$ cat src/rtl/pattern_detector_pkg.sv
// Shared types and constants for the serial pattern detector.
package pattern_detector_pkg;

  typedef enum logic {
    MODE_NONOVERLAP = 1'b0,
    MODE_OVERLAP    = 1'b1
  } mode_e;

  // One second of LED hold time at 50 MHz.
  localparam int unsigned STRETCH_CYC_DEFAULT = 50_000_000;

  // Bits needed to hold any value in 0..max_val (at least 1).
  function automatic int unsigned cnt_width(input int unsigned max_val);
    int unsigned w;
    w = 1;
    for (int i = 1; i < 32; i++) begin
      if ((max_val >> i) != 0) w = i + 1;
    end
    return w;
  endfunction

endpackage

$ cat src/rtl/pattern_detector_led_stretch.sv
// Retriggerable pulse stretcher: led stays high for STRETCH_CYC cycles after the latest trig.
module led_stretch
  import pattern_detector_pkg::*;
#(
  parameter int unsigned STRETCH_CYC = STRETCH_CYC_DEFAULT
) (
  input  logic clk,
  input  logic rst_n,
  input  logic trig,
  output logic led
);

  localparam int unsigned CW = cnt_width(STRETCH_CYC - 1);

  logic [CW-1:0] cnt_q, cnt_d;
  logic          led_q, led_d;

  always_comb begin
    cnt_d = cnt_q;
    led_d = led_q;
    if (trig) begin
      led_d = 1'b1;
      cnt_d = CW'(STRETCH_CYC - 1);
    end else if (led_q) begin
      // The cycle in which the count sits at zero is the last lit cycle.
      if (cnt_q == '0) led_d = 1'b0;
      else             cnt_d = cnt_q - CW'(1);
    end
  end

  always_ff @(posedge clk or negedge rst_n) begin
    if (!rst_n) begin
      cnt_q <= '0;
      led_q <= 1'b0;
    end else begin
      cnt_q <= cnt_d;
      led_q <= led_d;
    end
  end

  assign led = led_q;

endmodule

$ cat src/rtl/pattern_detector.sv
// Serial bit-pattern detector with loadable pattern, overlap mode and stretched LED output.
// Define PATTERN_DETECTOR_HIT_COUNT_EN to add the saturating hit_count output.
module pattern_detector
  import pattern_detector_pkg::*;
#(
  parameter int unsigned       PAT_W       = 4,
  parameter logic [PAT_W-1:0]  PAT_RESET   = PAT_W'(4'b1011),
  parameter int unsigned       STRETCH_CYC = STRETCH_CYC_DEFAULT,
  parameter int unsigned       CNT_W       = 16
) (
  input  logic             clk,
  input  logic             rst_n,
  input  logic             din_valid,
  input  logic             din,
  input  logic             pat_load,
  input  logic [PAT_W-1:0] pat_in,
  input  logic             overlap,
  output logic             detect,
  output logic             led_on
`ifdef PATTERN_DETECTOR_HIT_COUNT_EN
  ,
  output logic [CNT_W-1:0] hit_count
`endif
);

  localparam int unsigned FW = cnt_width(PAT_W);

  // The oldest window bit is never needed after the compare, so only the
  // newest PAT_W-1 bits are stored; {hist_q, din} is the full window.
  logic [PAT_W-1:0] pat_q, pat_d;
  logic [PAT_W-2:0] hist_q, hist_d;
  logic [FW-1:0]    fill_q, fill_d;
  logic             detect_q, detect_d;
  logic [PAT_W-1:0] window;
  logic             match;
  mode_e            mode;

  assign mode = mode_e'(overlap);

  always_comb begin
    pat_d    = pat_q;
    hist_d   = hist_q;
    fill_d   = fill_q;
    detect_d = 1'b0;
    window   = {hist_q, din};
    match    = 1'b0;
    if (pat_load) begin
      pat_d  = pat_in;
      hist_d = '0;
      fill_d = '0;
    end else if (din_valid) begin
      hist_d = window[PAT_W-2:0];
      match  = (fill_q >= FW'(PAT_W - 1)) && (window == pat_q);
      if (match && mode == MODE_NONOVERLAP) fill_d = '0;
      else if (fill_q != FW'(PAT_W))        fill_d = fill_q + FW'(1);
      detect_d = match;
    end
  end

  always_ff @(posedge clk or negedge rst_n) begin
    if (!rst_n) begin
      pat_q    <= PAT_RESET;
      hist_q   <= '0;
      fill_q   <= '0;
      detect_q <= 1'b0;
    end else begin
      pat_q    <= pat_d;
      hist_q   <= hist_d;
      fill_q   <= fill_d;
      detect_q <= detect_d;
    end
  end

  assign detect = detect_q;

  led_stretch #(
    .STRETCH_CYC(STRETCH_CYC)
  ) u_led_stretch (
    .clk  (clk),
    .rst_n(rst_n),
    .trig (detect_q),
    .led  (led_on)
  );

`ifdef PATTERN_DETECTOR_HIT_COUNT_EN
  logic [CNT_W-1:0] hit_q, hit_d;

  // Counted on the same edge that raises detect, so both move together.
  always_comb begin
    hit_d = hit_q;
    if (detect_d && hit_q != '1) hit_d = hit_q + CNT_W'(1);
  end

  always_ff @(posedge clk or negedge rst_n) begin
    if (!rst_n) hit_q <= '0;
    else        hit_q <= hit_d;
  end

  assign hit_count = hit_q;
`endif

endmodule

$ cat config.mk
export PLATFORM = sky130hd
export DESIGN_NAME = pattern_detector
export DESIGN_NICKNAME = d
export VERILOG_FILES = /design/src/rtl/pattern_detector_pkg.sv /design/src/rtl/pattern_detector_led_stretch.sv /design/src/rtl/pattern_detector.sv
export SDC_FILE = /design/constraint.sdc
export NUM_CORES = 1
export LEC_CHECK = 0
export ABC_AREA = 1
export CAP_MARGIN = 30
export CORE_MARGIN = 2
export CORE_UTILIZATION = 62
export DETAILED_ROUTE_END_ITERATION = 7
export PLACE_DENSITY = 0.94
export RECOVER_POWER = 100
export SLEW_MARGIN = 20
export SYNTH_ARGS = -nofsm -noshare
export SYNTH_HDL_FRONTEND = slang
export SYNTH_SLANG_ARGS = --single-unit
$ cat constraint.sdc
create_clock -name clk -period 4.1 [get_ports clk]
set_input_delay 0.615 -clock clk [delete_from_list [all_inputs] [get_ports clk]]
set_output_delay 0.615 -clock clk [all_outputs]
set_load 0.01 [all_outputs]
==> results.ini, run 1 <==
[run_status]
status=finished, violations left
violations=capacitance limit, slew limit

[route]
num_vias=2083
final_antenna_net_count=0
top_layer=met4
wl_met1_um=2106

[setup_path]
worstSetupPathType=flop to flop
start_kind=flop
max_stage_delay_ns=0.57
arrival_ns=3.13

[cells_and_area]
area.growth.synth_to_final_pct=8.275
logic_area_mm2=0.001174
final_cells=383
clk_share_pct=4.339
seq_share_pct=37.62
final_area_mm2=0.002537
layout.non_clock_inverters=36

[final_timing]
setup_tns_ns=0
finalClockSkew_ns=0.008693
finalMaxSlewViolations=39
relSlewSlack_pct=-31.12
finalSetupViolations=0
timing.final.crit_period_ns=2.893

[synth]
synth_stat.cells=323
ys_sh_aoi_pct=5.926
yosysUniqueCellTypes=29
ys_sh_simple_pct=39.56
synthXorXnorAreaFrac_pct=3.737
ys_seq_elements=38
ys_area_mm2=0.002343

[global_route]
grtUsageMet2_pct=49.74
grt_max_degree=39
antenna_found_initial=0

[power_and_ir_drop]
power.switching_mw=0.7952
comb_power_share_pct=46.1
p_sw_share_pct=45.96

[clock_tree]
post-cts-setup-buffers=0

[die]
chipArea_mm2=0.004288
die-height_um=65.48
tap-cell-count=48

[job]
cap_violations=1

[place]
place_congestion=0.9161

run 1: cells in the mapped netlist, drive strengths merged:
master / n
buf: 4
clkbuf: 3
dfrtp: 35
dfstp: 3
ha: 4
inv: 36
nand2: 106
nand3: 37
nand3b: 1
nand4: 10
nor2: 47
nor3: 1
o21a: 1
o21ai: 20
o22ai: 2
or2: 3
xnor2: 4
xor2: 6
run 1: cell usage in the layout, fill, tap and decap left out, types with 4 or more instances in the layout:
cell             synthesis  layout
clkbuf_8                 0       8
clkdlybuf4s50_1          0       7
dfrtp_1                 35      35
ha_1                     4       4
inv_1                   35      36
nand2_1                 99     101
nand2_2                  5       4
nand3_1                 37      37
nand4_1                 10      10
nor2_1                  36      37
nor2_2                   9       9
o21ai_0                 17      18
xnor2_1                  4       4
xor2_1                   6       6
run 1: power groups by stage:
stage	clock network (mW)	logic, mW	registers [mW]
CTS	0.307	0.825	0.628
detailed placement	0	0.821	0.633
finish	0.303	0.798	0.629
global placement	0	0.788	0.628
global route	0.324	0.903	0.644
floorplan	0	0.682	0.597
run 1: final timing paths:
path	endpoint	cells after the start	start	slack [ns]
hold reg to reg	pat_q[0]$_DFFE_PN1P_	2	pat_q[0]$_DFFE_PN1P_	0.48
min in group asynchronous	u_led_stretch.cnt_q[15]$_DFFE_PN0P_	1	rst_n	0.86
max in group asynchronous	u_led_stretch.cnt_q[5]$_DFFE_PN0P_	1	rst_n	2.10
setup / recovery	u_led_stretch.cnt_q[24]$_DFFE_PN0P_	10	u_led_stretch.cnt_q[1]$_DFFE_PN0P_	1.21
hold / removal	pat_q[0]$_DFFE_PN1P_	2	pat_q[0]$_DFFE_PN1P_	0.48
setup reg to reg	u_led_stretch.cnt_q[24]$_DFFE_PN0P_	10	u_led_stretch.cnt_q[1]$_DFFE_PN0P_	1.21
Fig. 1: run 1, close-up of the layout
Window x 39 to 59, y 6 to 26 um. Cells in gray, sequential cells in the stronger gray; small squares are vias.
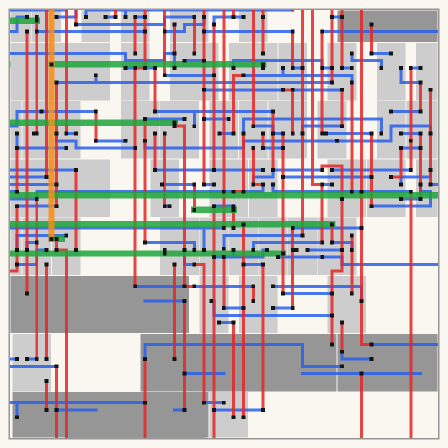
metal 2: shown in red. metal 1: shown in blue. metal 3: shown in green. metal 4: shown in orange.
Sequential cells in the window: 5. 49 logic cells have their middle in the window. Netlist names of flops here include `u_led_stretch.cnt_q` (5). Most frequent: nand2_1 (15), nand3_1 (9), inv_1 (7).

Fig. 2: run 1, clock distribution
(4 px per um)
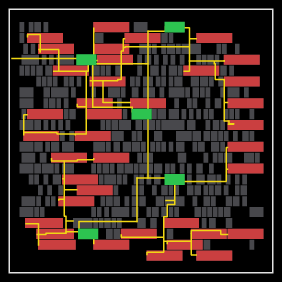
clock wires: shown in yellow, length 471 um. flip-flops: shown in red, count 38. clock drivers: shown in green, count 5.
Position of the flops: all over the die. There are 6 routed clock nets.

Fig. 3: run 1, M4 wires
(6 px per um)
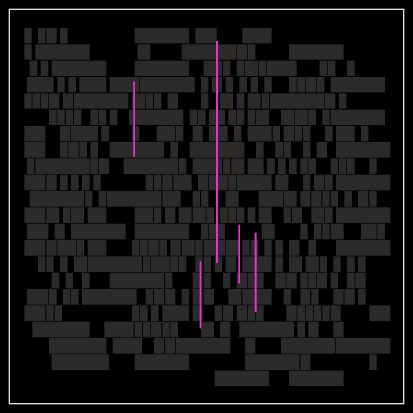
4 nets have wire on it. The layer carries 82.3 um of wire.

Fig. 4: run 1, track usage over the die
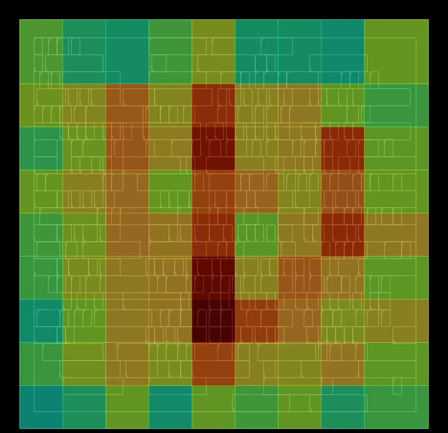
DR WL/cell: 13.32 um
GRT Util Overall: 26.93%
Util after Layout: 69.31%
most used routing layer: met2
met3 Track Usage GR: 5.822%

==> run 2, diff against run 1 <==
Settings changed: CORE_UTILIZATION 62 to 54, PLACE_DENSITY 0.94 to 0.88.
Clock period 4.1 ns to 2.6 ns, I/O delays scaled along.
Fig. 5: run 2, clock distribution
(4 px per um)
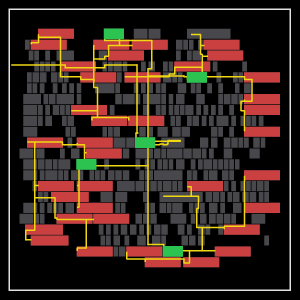
clock wires: shown in yellow, length 494 um. flip-flops: shown in red, count 38. clock drivers: shown in green, count 5.
Position of the flops: all over the die.

Fig. 6: run 2, close-up of the layout
Window x 42 to 62, y 7 to 27 um. Cells in gray, sequential cells in the stronger gray; small squares are vias.
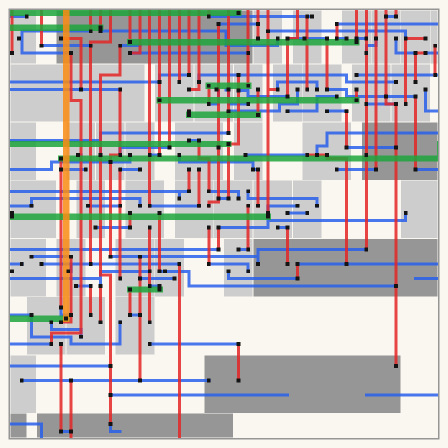
metal 3: shown in green. metal 1: shown in blue. metal 4: shown in orange. metal 2: shown in red.
Netlist names of flops here include `u_led_stretch.cnt_q` (3). Sequential cells in the window: 3. Most frequent: nand3_1 (9), nand2_1 (8), inv_1 (7). 38 logic cells have their middle in the window.

==> results.ini, run 2 <==
[min_path]
holdCritStartpoint=pat_q[3]$_DFFE_PN1P_

[setup_path]
timing.rr.start=u_led_stretch.cnt_q[1]$_DFFE_PN0P_
worstSetupPathType=flop to flop
crit_family=simple AND/OR/NAND/NOR gates
arrival_ns=2.43
crit_start=u_led_stretch.cnt_q[1]$_DFFE_PN0P_
max_stage_delay_ns=0.37
start_kind=flop

[cells_and_area]
final_cell_mix=101 x nand2_1, 37 x nand3_1, 36 x nor2_1, 35 x inv_1, 35 x dfrtp_1
final_area_mm2=0.002596
layout.cells.most_common=nand2_1
area.growth.synth_to_final_pct=10.78

[run_status]
status=finished, violations left
violations=capacitance limit, slew limit

[final_timing]
max_freq_ghz=0.4559
timing.final.crit_period_ns=2.193
finalClockSkew_ns=0.004723
relSlewSlack_pct=-32.22
tightestPinTransition_ns=1.983
finalSetupViolations=0
finalMaxSlewViolations=39

[die]
chipArea_mm2=0.004883
die-height_um=69.88

[synth]
ys_area_mm2=0.002343
yosysUniqueCellTypes=29
top_cells_by_area=dfrtp_1 37%, nand2_1 16%, nand3_1 7.9%
ys_dominant_reg_cell=dfrtp_1
synth_stat.cells=323
yosysSeqAreaShare_pct=40.74
ys_seq_elements=38
synth-edff-count=0
ys_async_sr_fraction_pct=100.0
top_cell=nand2_1

[job]
cap_violations=1

[route]
final_antenna_net_count=0
wl_per_cell_um=13.39

[global_route]
grtUsageTotal_pct=23.92
grt_max_degree=39
antenna_found_initial=0

[clock_tree]
cts_buffer_depth=2
post-cts-setup-buffers=0

[place]
place_congestion=0.9102

[power_and_ir_drop]
leakagePower_nw=1.341

==> run 2: power breakdown <==
group / switching [mW] / internal, mW / total [mW]
Combinational: 0.853 / 0.438 / 1.29
Clock: 0.217 / 0.409 / 0.626
Sequential: 0.214 / 0.776 / 0.989
Total: 1.28 / 1.62 / 2.91
==> run 2: kinds of logic (layout without fill, tap and decap cells) <==
logic type,after synthesis,in the layout,share of synthesized area [%]
compound gates,23,23,5.927
buf+inv,43,56,7.901
simple gates,205,205,39.56
flops,38,38,40.74
xor+xnor,10,10,3.737
fa+ha+maj,4,4,2.136
==> run 2: area by class of cell <==
type                    instances  area (um2)
inverters                      36       135.1
repair buffers                 12       111.4
fillers                       376        1490
clock inverters                 2       60.06
flip-flops and latches         38       954.7
multi-input cells             242        1190
clock buffers                   6       82.58
well taps                      50       62.56
==> run 2: metrics by stage <==
stage,instances,setup WS [ns],utilization (%)
6_report,386,0.4067,63.53
2_1_floorplan,323,0.8370,-
3_5_place_dp,378,0.5571,60.41
5_1_grt,386,0.2022,63.53
3_3_place_gp,378,0.6259,60.41
4_1_cts,386,0.5323,63.90
==> run 2: worst paths after layout <==
kind,end,slack [ns],depth (start not counted)
max reg2reg,u_led_stretch.cnt_q[11]$_DFFE_PN0P_,0.41,10
min reg2reg,pat_q[3]$_DFFE_PN1P_,0.48,2
max in group asynchronous,u_led_stretch.cnt_q[24]$_DFFE_PN0P_,0.82,1
max,u_led_stretch.cnt_q[11]$_DFFE_PN0P_,0.41,10
min,pat_q[3]$_DFFE_PN1P_,0.48,2
min in group asynchronous,u_led_stretch.cnt_q[22]$_DFFE_PN0P_,0.63,1
==> run 2: per-layer routing <==
layer,global-route usage [%],up-vias,wire length [um]
met5,0,-,0
met4,8.974,0,111
met3,4.762,13,317
met2,42.43,74,2537
met1,28.51,1005,2203
li1,-,1044,-
Power and IR drop assume default switching activity.
